[src/rtl/system_button_irq_master.sv]
// Avalon-MM master that services an edge-capturing button PIO.
// It programs the PIO irq mask once after reset. On each irq it reads the
// edge-capture register and then clears it. Captured bits are offered
// downstream as a valid/ready event, followed by a debounce holdoff.
module system_button_irq_master #(
  parameter int unsigned       DATA_W         = 5,
  parameter logic [DATA_W-1:0] IRQ_MASK       = '1,
  parameter int unsigned       HOLDOFF_CYCLES = 1000,
  parameter int unsigned       CNT_W          = 16
) (
  input  logic              clk,
  input  logic              reset_n,
  input  logic              enable,
  input  logic              irq,
  output logic [1:0]        address,
  output logic              chipselect,
  output logic              write_n,
  output logic [31:0]       writedata,
  input  logic [31:0]       readdata,
  output logic              evt_valid,
  output logic [DATA_W-1:0] evt_data,
  input  logic              evt_ready,
  output logic [CNT_W-1:0]  evt_count,
  output logic              busy
);

  typedef enum logic [2:0] {
    S_INIT    = 3'd0,
    S_IDLE    = 3'd1,
    S_RD_ADDR = 3'd2,
    S_RD_DATA = 3'd3,
    S_CLR     = 3'd4,
    S_OUT     = 3'd5,
    S_HOLD    = 3'd6
  } state_e;

  // The holdoff counter only ever holds values up to HOLDOFF_CYCLES-1.
  localparam int unsigned HOLD_W    = (HOLDOFF_CYCLES > 1) ? $clog2(HOLDOFF_CYCLES) : 1;
  localparam int unsigned HOLD_LOAD = (HOLDOFF_CYCLES > 0) ? HOLDOFF_CYCLES - 1 : 0;

  localparam logic [1:0]  ADDR_NONE = 2'd0;
  localparam logic [1:0]  ADDR_MASK = 2'd2;
  localparam logic [1:0]  ADDR_EDGE = 2'd3;
  localparam logic [31:0] MASK_WORD = 32'(IRQ_MASK);

  state_e              state_q, state_d;
  logic                initPend_q, initPend_d;
  logic [HOLD_W-1:0]   hold_q, hold_d;
  logic [DATA_W-1:0]   cap_q, cap_d;
  logic [DATA_W-1:0]   evtData_q, evtData_d;
  logic                evtValid_q, evtValid_d;
  logic [CNT_W-1:0]    count_q, count_d;
  logic [1:0]          address_q, address_d;
  logic                cs_q, cs_d;
  logic                writeN_q, writeN_d;
  logic [31:0]         wdata_q, wdata_d;

  // Only the low DATA_W bits of the PIO read data carry button information.
  generate
    if (DATA_W < 32) begin : g_unusedReaddata
      logic unusedReaddata;
      assign unusedReaddata = ^readdata[31:DATA_W];
    end
  endgenerate

  // State, capture and counter registers. Reset parks the FSM in INIT with
  // the mask write still pending, so the write is issued after release.
  always_ff @(posedge clk or negedge reset_n) begin
    if (!reset_n) begin
      state_q    <= S_INIT;
      initPend_q <= 1'b1;
      hold_q     <= '0;
      cap_q      <= '0;
      evtData_q  <= '0;
      count_q    <= '0;
    end else begin
      state_q    <= state_d;
      initPend_q <= initPend_d;
      hold_q     <= hold_d;
      cap_q      <= cap_d;
      evtData_q  <= evtData_d;
      count_q    <= count_d;
    end
  end

  // Bus and event-valid registers. They are loaded from the state being
  // entered, so each registered value lines up with the state it describes.
  always_ff @(posedge clk or negedge reset_n) begin
    if (!reset_n) begin
      address_q  <= ADDR_NONE;
      cs_q       <= 1'b0;
      writeN_q   <= 1'b1;
      wdata_q    <= '0;
      evtValid_q <= 1'b0;
    end else begin
      address_q  <= address_d;
      cs_q       <= cs_d;
      writeN_q   <= writeN_d;
      wdata_q    <= wdata_d;
      evtValid_q <= evtValid_d;
    end
  end

  // Next-state logic and the capture/holdoff/event datapath.
  // INIT spends its first cycle letting the bus registers pick up the mask
  // write. The following cycle is the one in which that write is visible.
  always_comb begin
    state_d    = state_q;
    initPend_d = initPend_q;
    hold_d     = hold_q;
    cap_d      = cap_q;
    evtData_d  = evtData_q;
    count_d    = count_q;
    case (state_q)
      S_INIT: begin
        if (initPend_q) begin
          initPend_d = 1'b0;
        end else begin
          state_d = S_IDLE;
        end
      end
      S_IDLE: begin
        if (irq && enable) begin
          state_d = S_RD_ADDR;
        end
      end
      S_RD_ADDR: begin
        state_d = S_RD_DATA;
      end
      S_RD_DATA: begin
        cap_d   = readdata[DATA_W-1:0] & IRQ_MASK;
        state_d = S_CLR;
      end
      S_CLR: begin
        if (cap_q != '0) begin
          evtData_d = cap_q;
          state_d   = S_OUT;
        end else begin
          state_d = S_IDLE;
        end
      end
      S_OUT: begin
        if (evt_ready) begin
          count_d = count_q + CNT_W'(1);
          if (HOLDOFF_CYCLES == 0) begin
            state_d = S_IDLE;
          end else begin
            hold_d  = HOLD_W'(HOLD_LOAD);
            state_d = S_HOLD;
          end
        end
      end
      S_HOLD: begin
        if (hold_q == '0) begin
          state_d = S_IDLE;
        end else begin
          hold_d = hold_q - HOLD_W'(1);
        end
      end
      default: begin
        state_d = S_INIT;
      end
    endcase
  end

  // Decode of the bus cycle and event-valid flag for the state being entered.
  always_comb begin
    address_d  = ADDR_NONE;
    cs_d       = 1'b0;
    writeN_d   = 1'b1;
    wdata_d    = '0;
    evtValid_d = 1'b0;
    case (state_d)
      S_INIT: begin
        cs_d      = 1'b1;
        writeN_d  = 1'b0;
        address_d = ADDR_MASK;
        wdata_d   = MASK_WORD;
      end
      S_RD_ADDR: begin
        cs_d      = 1'b1;
        address_d = ADDR_EDGE;
      end
      S_RD_DATA: begin
        address_d = ADDR_EDGE;
      end
      S_CLR: begin
        cs_d      = 1'b1;
        writeN_d  = 1'b0;
        address_d = ADDR_EDGE;
      end
      S_OUT: begin
        evtValid_d = 1'b1;
      end
      default: begin
        address_d = ADDR_NONE;
      end
    endcase
  end

  assign address    = address_q;
  assign chipselect = cs_q;
  assign write_n    = writeN_q;
  assign writedata  = wdata_q;
  assign evt_valid  = evtValid_q;
  assign evt_data   = evtData_q;
  assign evt_count  = count_q;
  assign busy       = (state_q != S_IDLE);

endmodule

[config.mk]
export PLATFORM = sky130hd
export DESIGN_NAME = system_button_irq_master
export DESIGN_NICKNAME = d
export VERILOG_FILES = /design/src/rtl/system_button_irq_master.sv
export SDC_FILE = /design/constraint.sdc
export NUM_CORES = 1
export LEC_CHECK = 0
export CORE_UTILIZATION = 46
export DETAILED_ROUTE_END_ITERATION = 6
export GPL_TIMING_DRIVEN = 0
export HOLD_SLACK_MARGIN = 0.08
export PLACE_DENSITY_LB_ADDON = 0.3
export SYNTH_ARGS = -nofsm -noshare
export SYNTH_HDL_FRONTEND = slang
export SYNTH_SLANG_ARGS = --single-unit
[constraint.sdc]
create_clock -name clk -period 4.14 [get_ports clk]
set_clock_uncertainty 0.1 [all_clocks]
set_input_delay 0.414 -clock clk [delete_from_list [all_inputs] [get_ports clk]]
set_output_delay 0.414 -clock clk [all_outputs]
set_load 0.01 [all_outputs]
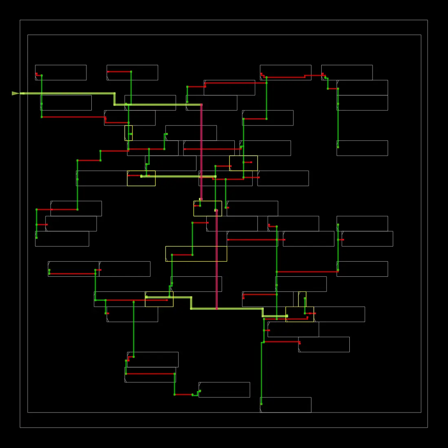
run_1/final_clocks.png
clock sink count: 46
number of buffers created by CTS: 5

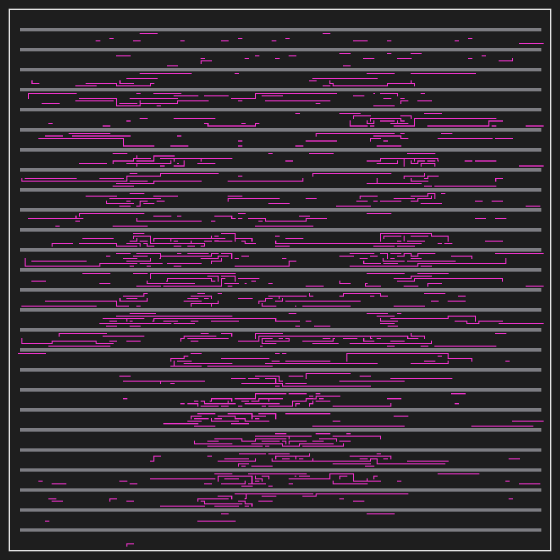
run_1/met1.png
Supply wires on this layer in grey.
nets with wire on the layer	262
share of all routed wire	46%
wire length on this layer	1930 µm
met1 Use GR: 22.6%
final WL: 4220 µm
via count: 1741

==> results.toml, run 1 <==
# physical design summary
[outcome]
status = "finished, final reports clean"

[cells_and_area]
drive_above_1_share_pct = 19.9
instances_no_fill = 364
diodes = 0
fillers = 398
finish.utilization_pct = 63.7
area_growth_pct = 30.8
postLayoutCellArea_um2 = 3070

[setup_path]
critPathLaunchType = "register"
crit_family = "buffers and inverters"
path_buffers = 2
reg2reg_setup_slack_ns = 2.20
r2r_start = "hold_q[0]"
worst_r2r_endpoint = "hold_q[6]"
crit_fanout = 10
path_class = "reg -> out"
cp-end-kind = "output pin"
path_cells = "clkbuf_1 -> or3_1 -> clkdlybuf4s50_1"
worstPathRequired_ns = 3.63
reg2reg_depth = 6
cpPeakStageDelay_ns = 0.49
slowest_stage = "clkdlybuf4s50_1"
cp.arrival_ns = 1.87

[pwr]
power_leakage_nw = 1.36
power.density_nw_per_um2 = 522
power_mw = 1.60

[placement]
place_ws_ns = 1.88
hpwl_um = 3100
place_area_um2 = 2950
dp.cells = 355
port_buffers = 41
routabilityCongestion = 0.817

[synth]
synth_area_um2 = 2340
ys_types = 44
ff_type = "dfrtp_1"
synth-edff-count = 0
syn_inst = 220
ys.warnings.count = 0
numSynthFlops = 46
yosys_area_um2 = 2340
ys_cells = 220
synth_seq_share_pct = 49.2
synthArstFlopShare_pct = 100
avgSynthCellArea_um2 = 10.7

[grt]
antenna_found_initial = 0
overflow = 0
grt_max_degree = 39
grt_pass1_vias = 1601
grt_first_pass_wirelength_um = 7160
grtUsageTotal_pct = 17.5

[worst_hold_path]
hold_path_end = "evt_count[15]"
hold_path.startpoint = "evt_count[15]"
hp-class = "reg -> reg"
holdPathStages = 1

[final_timing]
layout_setup_ws_ns = 1.76
fmax_mhz = 420
fin_setup_tns_ns = 0
finalClockPeriodUsage_pct = 57.5
finalSetupViolCount = 0
slew_violations = 0
final-hold-violation-count = 0
whs_ns = 0.380
rsz0062_at_grt = "false"

[routing]
wl_per_cell_um = 11.6
drc = 0
drt_pass1_iterations = 4
drtIter0Drc = 109
ant_nets = 0
vias_per_cell = 4.78

[clock_tree]
cts_tree = "done"
ctsResizeCount = 0
clk_pin_slew_ns = 0.08
root_buffer = "clkbuf_8"
htree_levels = 2
post-cts-setup-buffers = 0
cts_hold_buffers = 1
clkLatencyLatePin_ns = 0.29
clock_path_buffers = 2

[job]
openroad.warnings = 53
maxCapViolCount = 0

[floorplan]
floorplan.core_util_pct = 48.7
pin_count = 96
fp-row-count = 25
die-area_um2 = 5390
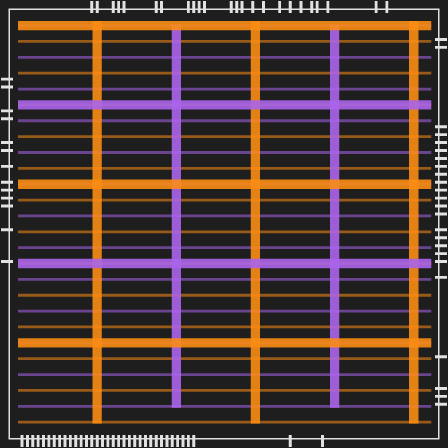
run_1/pdn.png
Pins as bars on the die edge.
colour	net
purple	VDD
orange	VSS
rows	25
met5 straps	5
met4 straps	5
core footprint: 4820 µm²
die height: 73.4 µm
VDD IR max: 0.373 mV
Die W: 73.4 µm

-- run 1: cells in the mapped netlist, types with 3 or more instances --
cell | n | area (µm²)
dfrtp_1 | 44 | 1100
buf_4 | 31 | 233
nand3_1 | 15 | 75.1
xnor2_1 | 15 | 131
nand2_1 | 14 | 52.6
mux2_2 | 9 | 101
nor2_1 | 8 | 30.0
o21ai_0 | 8 | 40.0
nand4_1 | 7 | 43.8
nor3_1 | 6 | 30.0
inv_1 | 5 | 18.8
a21oi_1 | 4 | 20.0
a31oi_1 | 4 | 25.0
and2_1 | 4 | 25.0
or4_1 | 4 | 30.0
and3_1 | 3 | 18.8
o31ai_1 | 3 | 22.5
-- run 1: flip-flops by register name, indices dropped and copies added, names as in the netlist, 2 cells and up --
signal	count
hold_q	10
evt_data	5
state_q	3
address	2
evt_count	16
cap_q	5
-- run 1: area by class of cell --
class	count	area (µm²)	area share [%]
Timing Repair Buffer	43	435	14.2
Multi-Input combinational cell	159	1010	32.8
Clock buffer	7	76.3	2.49
Buffer	36	263	8.56
Inverter	5	18.8	0.612
Clock inverter	1	30.0	0.979
Tap cell	67	83.8	2.73
Sequential cell	46	1150	37.6
-- run 1: placed cells by master, fill, tap and decap left out, types with 3 or more instances in the layout --
cell / count
buf_4: 31
clkbuf_1: 3
and3_1: 3
nor2_1: 8
o31ai_1: 3
a31oi_1: 4
nand4_1: 7
inv_1: 5
and2_1: 4
or4_1: 4
xnor2_1: 15
o21ai_0: 8
nor3_1: 6
buf_2: 3
clkdlybuf4s50_1: 40
a21oi_1: 4
conb_1: 27
mux2_2: 9
clkbuf_8: 5
dfrtp_1: 44
nand2_1: 14
nand3_1: 15
-- run 1: worst max path at each step --
stage | start | endpoint | cells past startpoint
final | state_q[1] | busy | 3
after global routing | state_q[1] | busy | 3
after CTS | state_q[1] | busy | 3
after detailed placement | evt_ready | evt_count[15] | 5
after global placement | reset_n | evt_data[1] | 1
after floorplan | hold_q[0] | hold_q[6] | 6
-- run 1: kinds of logic (layout without fill, tap and decap cells) --
kind of cell,Yosys count,after routing,share of synthesized area [%]
AOI/OAI and AO/OA,25,25,7.36
xor gates and xnor gates,16,16,5.98
adders and majority gates,2,2,1.07
buffers and inverters,41,92,12.0
DFF,46,46,49.2
muxes,9,9,4.32
other,1,27,0.160
and+or+nand+nor,80,80,19.9
-- run 1: report_power, final --
group          internal, mW  switching [mW]
sequential            0.571           0.103
combinational         0.341           0.265
clock                 0.181           0.139
-- run 1: routing by layer --
layer  track usage [%]  vias up  routed length [µm]
met5                 0        -                   0
met4              5.77        0                  56
met3              4.53        6                 226
met2              28.8       50                2010
met1              22.6      811                1930
li1                  -      874                   -
-- run 1: worst register-to-register path, delay by kind of cell (launching register included) --
kind / cells / cell delay (ns)
fa+ha+maj: 1 / 0.18
compound gates: 1 / 0.20
flops: 1 / 0.42
simple gates: 3 / 0.91
buf+inv: 1 / 0.08
--- run 2 (diff from run 1) ---
--- a/config.mk
+++ b/config.mk
@@ -5,7 +5,7 @@
 export SDC_FILE = /design/constraint.sdc
 export NUM_CORES = 1
 export LEC_CHECK = 0
-export CORE_UTILIZATION = 46
+export CORE_UTILIZATION = 43
 export DETAILED_ROUTE_END_ITERATION = 6
 export GPL_TIMING_DRIVEN = 0
 export HOLD_SLACK_MARGIN = 0.08
==> constraint.sdc (replaced) <==
create_clock -name clk -period 2.3 [get_ports clk]
set_clock_uncertainty 0.1 [all_clocks]
set_input_delay 0.23 -clock clk [delete_from_list [all_inputs] [get_ports clk]]
set_output_delay 0.23 -clock clk [all_outputs]
set_load 0.01 [all_outputs]
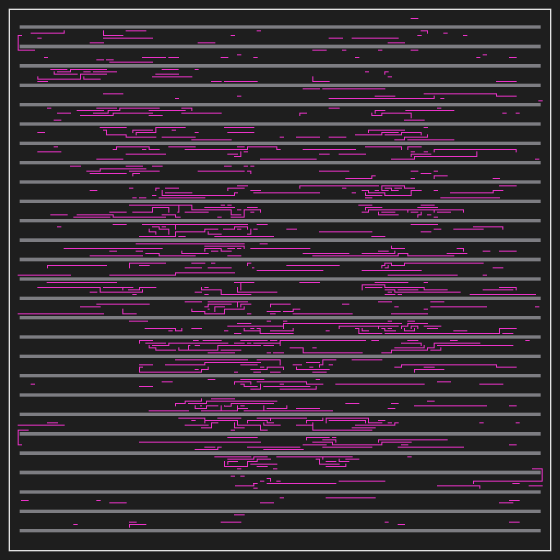
run_2/met1.png
Supply wires on this layer in grey.
nets with wire on the layer	254
share of all routed wire	45%
wire length on this layer	1910 µm
via count: 1735
met1 Use GR: 19.6%

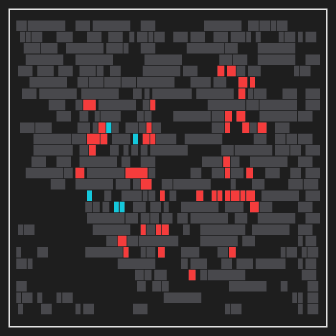
run_2/gate_families.png
colour	family	cells	most used
red	NAND gates	42	nand3_1
cyan	inverters	5	inv_1
Layout Cells excl Fill: 367
Comb/total area: 32.7%

==> results.toml, run 2 <==
# physical design summary
[outcome]
status = "finished, final reports clean"

[final_timing]
layout_setup_ws_ns = 0.0834
slew_violations = 0
finalSetupViolCount = 0
final-hold-violation-count = 0
whs_ns = 0.242

[clock_tree]
root_buffer = "clkbuf_8"
ctsResizeCount = 0
htree_levels = 2
cts_tree = "done"
cts.sinks = 46

[synth]
synth_area_um2 = 2340
synth-edff-count = 0
synthArstFlopShare_pct = 100
numSynthFlops = 46
ys.warnings.count = 0
ys_sh_mux_pct = 4.32
top_area_share_pct = 47.0
ys_types = 44
avgSynthCellArea_um2 = 10.7
yosys_area_um2 = 2340

[cells_and_area]
final_cell_mix = "dfrtp_1, clkdlybuf4s50_1, buf_4"
final_layout_top_logic_cell = "dfrtp_1"
diodes = 0

[setup_path]
crit_fanout = 10
r2r_start = "hold_q[0]"
worst_r2r_endpoint = "hold_q[6]"
critPathLaunchType = "register"

[floorplan]
die_h_um = 75.8
fp.dieW_um = 75.8
coreArea_um2 = 5170

[grt]
grtUsageTotal_pct = 16.2
use_met3_pct = 3.70
met2_usage_pct = 27.0

[placement]
dp.cells = 358

[routing]
drt_pass1_iterations = 4
ant_nets = 0
vias_per_cell = 4.73
drc = 0
wl_um = 4290

[job]
openroad.warnings = 53
-- run 2: cell counts after synthesis --
No cell type changed its count.
-- run 2: layout make-up --
class | instances | area (µm²)
Buffer | 36 | 263
Clock buffer | 5 | 68.8
Clock inverter | 3 | 43.8
Fill cell | 445 | 2090
Inverter | 5 | 18.8
Multi-Input combinational cell | 159 | 1010
Sequential cell | 46 | 1150
Tap cell | 70 | 87.6
Timing Repair Buffer | 43 | 435
-- run 2: kinds of logic after synthesis --
family | Yosys count
AOI/OAI and AO/OA | 25
xor gates and xnor gates | 16
adders and majority gates | 2
buffers and inverters | 41
DFF | 46
muxes | 9
other | 1
and+or+nand+nor | 80
-- run 2: per-layer routing --
metal  up-vias  wire length, µm
met5         -                0
met4         0               57
met3         5              197
met2        48             2120
met1       809             1910
li1        873                -
-- run 2: through the flow --
| stage | total power [mW] | setup TNS (ns) | utilization [%] |
|---|---|---|---|
| 6_report | 2.89 | 0 | 59.5 |
| 5_1_grt | 3.10 | 0 | 59.5 |
| 4_1_cts | 2.92 | 0 | 59.5 |
| 3_5_place_dp | 2.31 | 0 | 57.1 |
| 3_3_place_gp | 2.28 | -15.32 | 56.8 |
| 2_1_floorplan | 1.84 | 0 | - |
-- run 2: worst max-delay path, cell delays in order (launching register included) --
cell and delay [ns]:
dfrtp_1 0.47, clkbuf_1 0.24, or3_1 0.39, clkdlybuf4s50_1 0.49
-- run 2: repair_timing --
| action | CTS | global route |
|---|---|---|
| endpoints found under the hold margin | 44 | 0 |
| buffers inserted | 0 | 0 |
| hold buffers | 1 | 0 |
-- run 2: how the worst max path moves through the flow --
stage | from | endpoint | slack, ns | cells past startpoint
global route | state_q[1] | busy | 0.003 | 3
finish | state_q[1] | busy | 0.08 | 3
CTS | state_q[1] | busy | 0.08 | 3
floorplan | hold_q[0] | hold_q[6] | 0.51 | 6
detailed placement | evt_ready | evt_count[13] | 0.25 | 5
global placement | reset_n | cap_q[1] | -0.35 | 1
-- run 2: where the power goes --
part	total [mW]	internal, mW	switching [mW]	leakage (nW)
Clock	0.597	0.326	0.271	0.0585
Sequential	1.21	1.03	0.182	0.555
Combinational	1.09	0.616	0.471	0.754
Total	2.89	1.97	0.925	1.37
Power and IR drop assume default switching activity.
